## src/rtl/cdb_arbiter_pkg.sv

```systemverilog
// Shared CDB types and widths used by the arbiter, its interface and the bus consumers.
package cdb_arbiter_pkg;

    localparam int unsigned CDB_WIDTH     = 2;
    localparam int unsigned PRF_IDX_HIBIT = 6;
    localparam int unsigned ROB_IDX_HIBIT = 5;

    typedef logic [PRF_IDX_HIBIT:0] prf_idx_t;
    typedef logic [ROB_IDX_HIBIT:0] rob_idx_t;

    // One completed result as held in a slot and as carried on a CDB lane.
    typedef struct packed {
        prf_idx_t    prd_s;
        logic [31:0] prd_v;
        rob_idx_t    rob_idx;
    } cdb_entry_t;

endpackage

```

## src/rtl/cdb_arbiter_if.sv

```systemverilog
// Execution-unit request side and CDB broadcast side of the arbiter.
interface cdb_arbiter_if
    import cdb_arbiter_pkg::*;
#(
    parameter int unsigned NUM_REQ = 4
);

    logic [NUM_REQ-1:0]         req_valid;
    logic [NUM_REQ-1:0]         req_ready;
    prf_idx_t [NUM_REQ-1:0]     req_prd_s;
    logic [NUM_REQ-1:0][31:0]   req_prd_v;
    rob_idx_t [NUM_REQ-1:0]     req_rob_idx;

    logic [CDB_WIDTH-1:0]       cdb_bc;
    prf_idx_t [CDB_WIDTH-1:0]   cdb_prd_s;
    logic [CDB_WIDTH-1:0][31:0] cdb_prd_v;
    rob_idx_t [CDB_WIDTH-1:0]   cdb_rob_idx;

    // Execution units plus CDB consumers.
    modport master (
        output req_valid, req_prd_s, req_prd_v, req_rob_idx,
        input  req_ready, cdb_bc, cdb_prd_s, cdb_prd_v, cdb_rob_idx
    );

    // The arbiter itself.
    modport slave (
        input  req_valid, req_prd_s, req_prd_v, req_rob_idx,
        output req_ready, cdb_bc, cdb_prd_s, cdb_prd_v, cdb_rob_idx
    );

endinterface

```

## src/rtl/cdb_rr_picker.sv

```systemverilog
// Combinational round-robin picker: grants the first CDB_WIDTH valid slots starting at rr_ptr.
module cdb_rr_picker
    import cdb_arbiter_pkg::*;
#(
    parameter int unsigned NUM_REQ = 4,
    parameter int unsigned PtrW    = (NUM_REQ > 1) ? $clog2(NUM_REQ) : 1
) (
    input  logic [NUM_REQ-1:0]                valid_i,
    input  logic [PtrW-1:0]                   rr_ptr_i,
    output logic [CDB_WIDTH-1:0][NUM_REQ-1:0] lane_sel_o,
    output logic [CDB_WIDTH-1:0]              lane_vld_o,
    output logic [PtrW-1:0]                   rr_ptr_next_o
);

    int unsigned idx;
    int unsigned cnt;

    // Scan slots in rotating order; the n-th valid slot found drives lane n.
    always_comb begin
        lane_sel_o    = '0;
        lane_vld_o    = '0;
        rr_ptr_next_o = rr_ptr_i;
        idx           = 0;
        cnt           = 0;
        for (int unsigned k = 0; k < NUM_REQ; k++) begin
            idx = (32'(rr_ptr_i) + k) % NUM_REQ;
            if (valid_i[idx] && (cnt < CDB_WIDTH)) begin
                lane_sel_o[cnt][idx] = 1'b1;
                lane_vld_o[cnt]      = 1'b1;
                rr_ptr_next_o        = PtrW'((idx + 1) % NUM_REQ);
                cnt                  = cnt + 1;
            end
        end
    end

endmodule

```

## src/rtl/cdb_arbiter.sv

```systemverilog
// CDB arbiter: one holding slot per execution unit, round-robin grant onto registered lanes.
module cdb_arbiter
    import cdb_arbiter_pkg::*;
#(
    parameter int unsigned NUM_REQ = 4
) (
    input  logic         clk,
    input  logic         rst,
    input  logic         flush,
    cdb_arbiter_if.slave bus
);

    localparam int unsigned PtrW = (NUM_REQ > 1) ? $clog2(NUM_REQ) : 1;

    logic [NUM_REQ-1:0]             slot_vld_q, slot_vld_d;
    cdb_entry_t [NUM_REQ-1:0]       slot_q, slot_d;
    logic [CDB_WIDTH-1:0]           lane_bc_q, lane_bc_d;
    cdb_entry_t [CDB_WIDTH-1:0]     lane_q, lane_d;
    logic [PtrW-1:0]                rr_ptr_q, rr_ptr_d;

    logic [CDB_WIDTH-1:0][NUM_REQ-1:0] lane_sel;
    logic [CDB_WIDTH-1:0]              lane_vld;
    logic [PtrW-1:0]                   rr_ptr_next;
    logic [NUM_REQ-1:0]                grant;
    logic [NUM_REQ-1:0]                req_ready;

    cdb_rr_picker #(
        .NUM_REQ (NUM_REQ),
        .PtrW    (PtrW)
    ) u_picker (
        .valid_i       (slot_vld_q),
        .rr_ptr_i      (rr_ptr_q),
        .lane_sel_o    (lane_sel),
        .lane_vld_o    (lane_vld),
        .rr_ptr_next_o (rr_ptr_next)
    );

    // A slot is free if empty or being granted now; ready never looks at req_valid.
    always_comb begin
        grant = '0;
        for (int unsigned l = 0; l < CDB_WIDTH; l++) begin
            grant = grant | lane_sel[l];
        end
        for (int unsigned i = 0; i < NUM_REQ; i++) begin
            req_ready[i] = !flush && (!slot_vld_q[i] || grant[i]);
        end
    end

    assign bus.req_ready = req_ready;

    // Slot update: flush clears, accept loads (even over a granted entry), grant empties.
    always_comb begin
        slot_vld_d = slot_vld_q;
        slot_d     = slot_q;
        for (int unsigned i = 0; i < NUM_REQ; i++) begin
            if (flush) begin
                slot_vld_d[i] = 1'b0;
            end else if (bus.req_valid[i] && req_ready[i]) begin
                slot_vld_d[i]       = 1'b1;
                slot_d[i].prd_s     = bus.req_prd_s[i];
                slot_d[i].prd_v     = bus.req_prd_v[i];
                slot_d[i].rob_idx   = bus.req_rob_idx[i];
            end else if (grant[i]) begin
                slot_vld_d[i] = 1'b0;
            end
        end
    end

    // Lane mux from one-hot selects; idle lanes and flushed lanes carry all zeros.
    always_comb begin
        lane_bc_d = '0;
        lane_d    = '0;
        if (!flush) begin
            for (int unsigned l = 0; l < CDB_WIDTH; l++) begin
                lane_bc_d[l] = lane_vld[l];
                for (int unsigned i = 0; i < NUM_REQ; i++) begin
                    if (lane_sel[l][i]) begin
                        lane_d[l] = slot_q[i];
                    end
                end
            end
        end
    end

    // Round-robin pointer holds across a flush.
    always_comb begin
        rr_ptr_d = flush ? rr_ptr_q : rr_ptr_next;
    end

    // State registers with asynchronous reset.
    always_ff @(posedge clk or posedge rst) begin
        if (rst) begin
            slot_vld_q <= '0;
            slot_q     <= '0;
            lane_bc_q  <= '0;
            lane_q     <= '0;
            rr_ptr_q   <= '0;
        end else begin
            slot_vld_q <= slot_vld_d;
            slot_q     <= slot_d;
            lane_bc_q  <= lane_bc_d;
            lane_q     <= lane_d;
            rr_ptr_q   <= rr_ptr_d;
        end
    end

    // Unpack registered lanes onto the bus.
    always_comb begin
        bus.cdb_bc = lane_bc_q;
        for (int unsigned l = 0; l < CDB_WIDTH; l++) begin
            bus.cdb_prd_s[l]   = lane_q[l].prd_s;
            bus.cdb_prd_v[l]   = lane_q[l].prd_v;
            bus.cdb_rob_idx[l] = lane_q[l].rob_idx;
        end
    end

endmodule

```

## src/flat_wrapper.sv

```systemverilog
// flat-port wrapper written by rule: the top's interface ports become plain ports
module cdb_arbiter_flat import cdb_arbiter_pkg::*;
#(
    parameter int unsigned NUM_REQ = 4
)
  (clk, rst, flush, bus_req_valid, bus_req_prd_s, bus_req_prd_v, bus_req_rob_idx, bus_req_ready, bus_cdb_bc, bus_cdb_prd_s, bus_cdb_prd_v, bus_cdb_rob_idx);
  cdb_arbiter_if #(.NUM_REQ(NUM_REQ)) bus_i ();
  input  logic clk;
  input  logic rst;
  input  logic flush;
  input wire logic [$bits(bus_i.req_valid)-1:0] bus_req_valid;
  input wire logic [$bits(bus_i.req_prd_s)-1:0] bus_req_prd_s;
  input wire logic [$bits(bus_i.req_prd_v)-1:0] bus_req_prd_v;
  input wire logic [$bits(bus_i.req_rob_idx)-1:0] bus_req_rob_idx;
  output wire logic [$bits(bus_i.req_ready)-1:0] bus_req_ready;
  output wire logic [$bits(bus_i.cdb_bc)-1:0] bus_cdb_bc;
  output wire logic [$bits(bus_i.cdb_prd_s)-1:0] bus_cdb_prd_s;
  output wire logic [$bits(bus_i.cdb_prd_v)-1:0] bus_cdb_prd_v;
  output wire logic [$bits(bus_i.cdb_rob_idx)-1:0] bus_cdb_rob_idx;
  assign bus_i.req_valid = bus_req_valid;
  assign bus_i.req_prd_s = bus_req_prd_s;
  assign bus_i.req_prd_v = bus_req_prd_v;
  assign bus_i.req_rob_idx = bus_req_rob_idx;
  assign bus_req_ready = bus_i.req_ready;
  assign bus_cdb_bc = bus_i.cdb_bc;
  assign bus_cdb_prd_s = bus_i.cdb_prd_s;
  assign bus_cdb_prd_v = bus_i.cdb_prd_v;
  assign bus_cdb_rob_idx = bus_i.cdb_rob_idx;
  cdb_arbiter #(.NUM_REQ(NUM_REQ)) u_core (.clk(clk), .rst(rst), .flush(flush), .bus(bus_i));
endmodule
```

## config.mk

```make
export PLATFORM = sky130hd
export DESIGN_NAME = cdb_arbiter_flat
export DESIGN_NICKNAME = d
export VERILOG_FILES = /design/src/rtl/cdb_arbiter_pkg.sv /design/src/rtl/cdb_arbiter_if.sv /design/src/rtl/cdb_rr_picker.sv /design/src/rtl/cdb_arbiter.sv /design/src/flat_wrapper.sv
export SDC_FILE = /design/constraint.sdc
export NUM_CORES = 1
export LEC_CHECK = 0
export ABC_AREA = 1
export CORE_ASPECT_RATIO = 0.8
export CORE_MARGIN = 1
export CORE_UTILIZATION = 58
export CTS_BUF_LIST = sky130_fd_sc_hd__clkbuf_8
export CTS_CLUSTER_SIZE = 25
export DETAILED_ROUTE_END_ITERATION = 8
export GPL_ROUTABILITY_DRIVEN = 0
export PLACE_DENSITY = 0.91
export SYNTH_ARGS = -nofsm -noshare
export SYNTH_HDL_FRONTEND = slang
export SYNTH_SLANG_ARGS = --single-unit
```

## constraint.sdc

```tcl
create_clock -name clk -period 18.1 [get_ports clk]
set_clock_uncertainty 0.05 [all_clocks]
set_input_delay 1.81 -clock clk [delete_from_list [all_inputs] [get_ports clk]]
set_output_delay 1.81 -clock clk [all_outputs]
set_load 0.1 [all_outputs]
```

Fig. 1: routed metal, one color a layer
Drawn at 3 px/um. Two of the layers only.
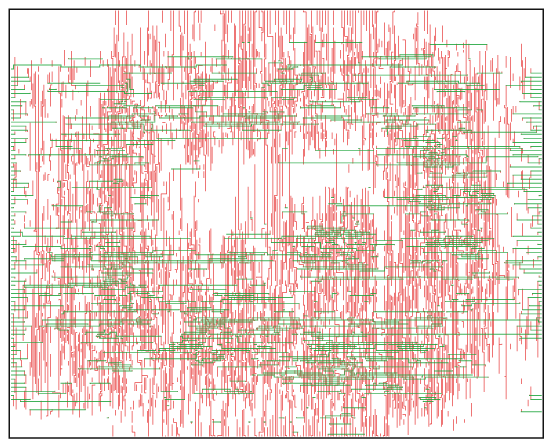
[red] M2 | wire length: 21.4 mm
[green] M3 | wire length: 6740 um
detailed-route wire length: 48.50 mm
total number of vias: 14970
All-Layer GR Usage: 38.19%

Fig. 2: cells by drive strength
Drawn at 3 px/um.
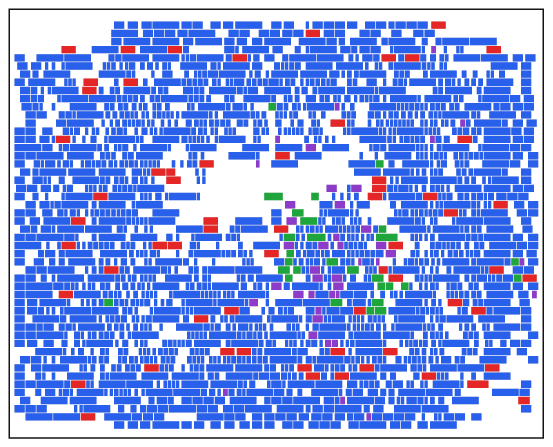
[purple] x2 | cells: 41 | share: 2.0%
[green] x3 and x4 | cells: 28 | share: 1.4%
[blue] x1 and smaller | cells: 1905 | share: 94%
[red] x6 and larger | cells: 62 | share: 3.0%
Layout Cell Area excl Fill: 17770 um^2
min setup slack post-route: 10.46 ns
layout-stage area growth over the synthesis result: 24.29%
non-clock buffer instance count of the final layout: 296

Fig. 3: placement view
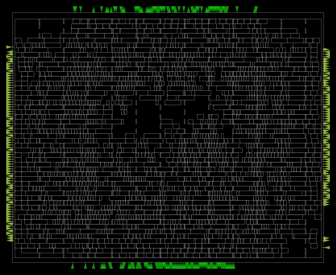
Well-Tap Cells: 312
number of placement rows: 50
fillers: 1642

Fig. 4: ports around the boundary
Drawn at 3 px/um. Pins as bars across the die edge, other pins in gray.
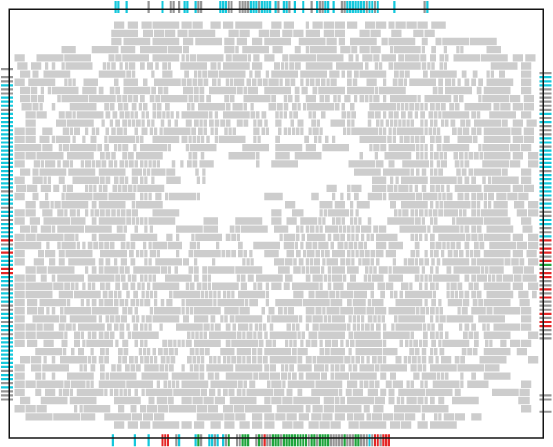
[cyan] `bus_req_prd_v` | pins: 128 | direction: input | edge: 57 left, 38 top, 23 right, 10 bottom
[red] `bus_req_rob_idx` | pins: 24 | direction: input | edge: 11 right, 9 bottom, 4 left
[green] `bus_req_prd_s` | pins: 28 | direction: input | edge: 27 bottom, 1 right
all pins by edge: 81 left, 72 bottom, 69 right, 61 top
height of the chip: 142.4 um
number of buffers inserted by port buffering: 282

==> impl_results.rst <==
Flow metrics
------------

.. list-table::
   :header-rows: 1

   * - Metric
     - Value
   * - Number of max-slew violations in the final report
     - 0
   * - Count of cell types in the netlist
     - 32
   * - Reg2Reg Launch Point
     - u_core.rr_ptr_q[1]
   * - Worst hold start
     - u_core.slot_q[69]
   * - Post-Synth AOI/OAI Area
     - 11.66%
   * - Total length of routed met2 wires
     - 21.37 mm
   * - GR met2 Demand/Resource
     - 58.04%
   * - Synth top area share
     - 48.67%
   * - Final period utilization
     - 42.23%
   * - Fraction of area in non-clock buffers
     - 16.44%
   * - Count of flip-flops and latches
     - 278
   * - Register-to-register setup slack
     - 11.36 ns
   * - XOR/XNOR share of the synthesized area
     - 0.06127%
   * - Routed metal-1 wire length
     - 18.22 mm
   * - Share of synthesized area spent on multiplexers
     - 0%
   * - Final Hold Slack
     - 0.4215 ns
   * - Post-Route Utilization
     - 74.74%
   * - Combinational gates
     - 1306
   * - Grt met1 use
     - 51.73%
   * - Final-layout setup total negative slack
     - 0 ns
   * - Total clock sinks
     - 278
   * - Asr flop ratio synth
     - 100.0%
   * - Total number of cells along the worst setup path
     - 16
   * - Cell count after placement
     - 2265
   * - CTS buffer count
     - 45
   * - Most instantiated logic cell after routing
     - sky130_fd_sc_hd__nand2_1
   * - Number of nets at floorplan
     - 2010
   * - Nets@finish
     - 2200
   * - Crit path capture type
     - output port
   * - CP startpoint
     - u_core.rr_ptr_q[1]
   * - Cell depth of the worst flop-to-flop path
     - 17
   * - Post-Place Worst Slack
     - 11.17 ns
   * - Top cell category
     - registers
   * - Core footprint
     - 23770 um^2
   * - Max FFs per register
     - 180
   * - Chip Area
     - 25280 um^2
   * - Simple-gate share of the synthesized area
     - 30.71%
   * - Synthesized area per cell
     - 7.898 um^2
   * - CTS Buffer Depth
     - 3
   * - Max frequency
     - 130.8 MHz
   * - Wire length of the first global-routing pass
     - 74.84 mm
   * - Result of the run
     - finished, final reports clean
   * - Post-cts hold buffer count
     - 0
   * - Slew HR
     - 12.32%
   * - Period minus WS final
     - 7.643 ns
   * - Commonest cells post-synth
     - 616 x sky130_fd_sc_hd__nand2_1, 278 x sky130_fd_sc_hd__dfrtp_1, 185 x sky130_fd_sc_hd__a21oi_1, 180 x sky130_fd_sc_hd__nand4_1, 110 x sky130_fd_sc_hd__o21ai_0
   * - # setup viols final
     - 0
   * - Final Non-Filler Cells
     - 2349
   * - Chip Width
     - 177.5 um
   * - Most instantiated library cell after synthesis
     - sky130_fd_sc_hd__nand2_1
   * - Post-CTS setup repair buffer count
     - 0
   * - Combinational share of cell area
     - 35.46%
   * - Number of gates resized after CTS
     - 0
   * - Critical path peak fanout
     - 46
   * - Estimated wirelength of the detail-placed design
     - 28.45 mm
   * - Final clock-cell share
     - 5.113%
   * - Via density per instance
     - 6.372
   * - IO Pins
     - 283
   * - Prevailing post-synth register cell
     - sky130_fd_sc_hd__dfrtp_1
   * - Met3 track utilization from global routing
     - 9.402%
   * - Placed Instance Area
     - 16860 um^2
   * - Antenna violations before repair
     - 1
   * - Number of cells in Yosys stat
     - 1810
   * - Number of flip-flops and latches in the synthesized netlist
     - 278
   * - Clk latency late pin
     - 0.58 ns
   * - Largest net degree at the start of global routing
     - 162
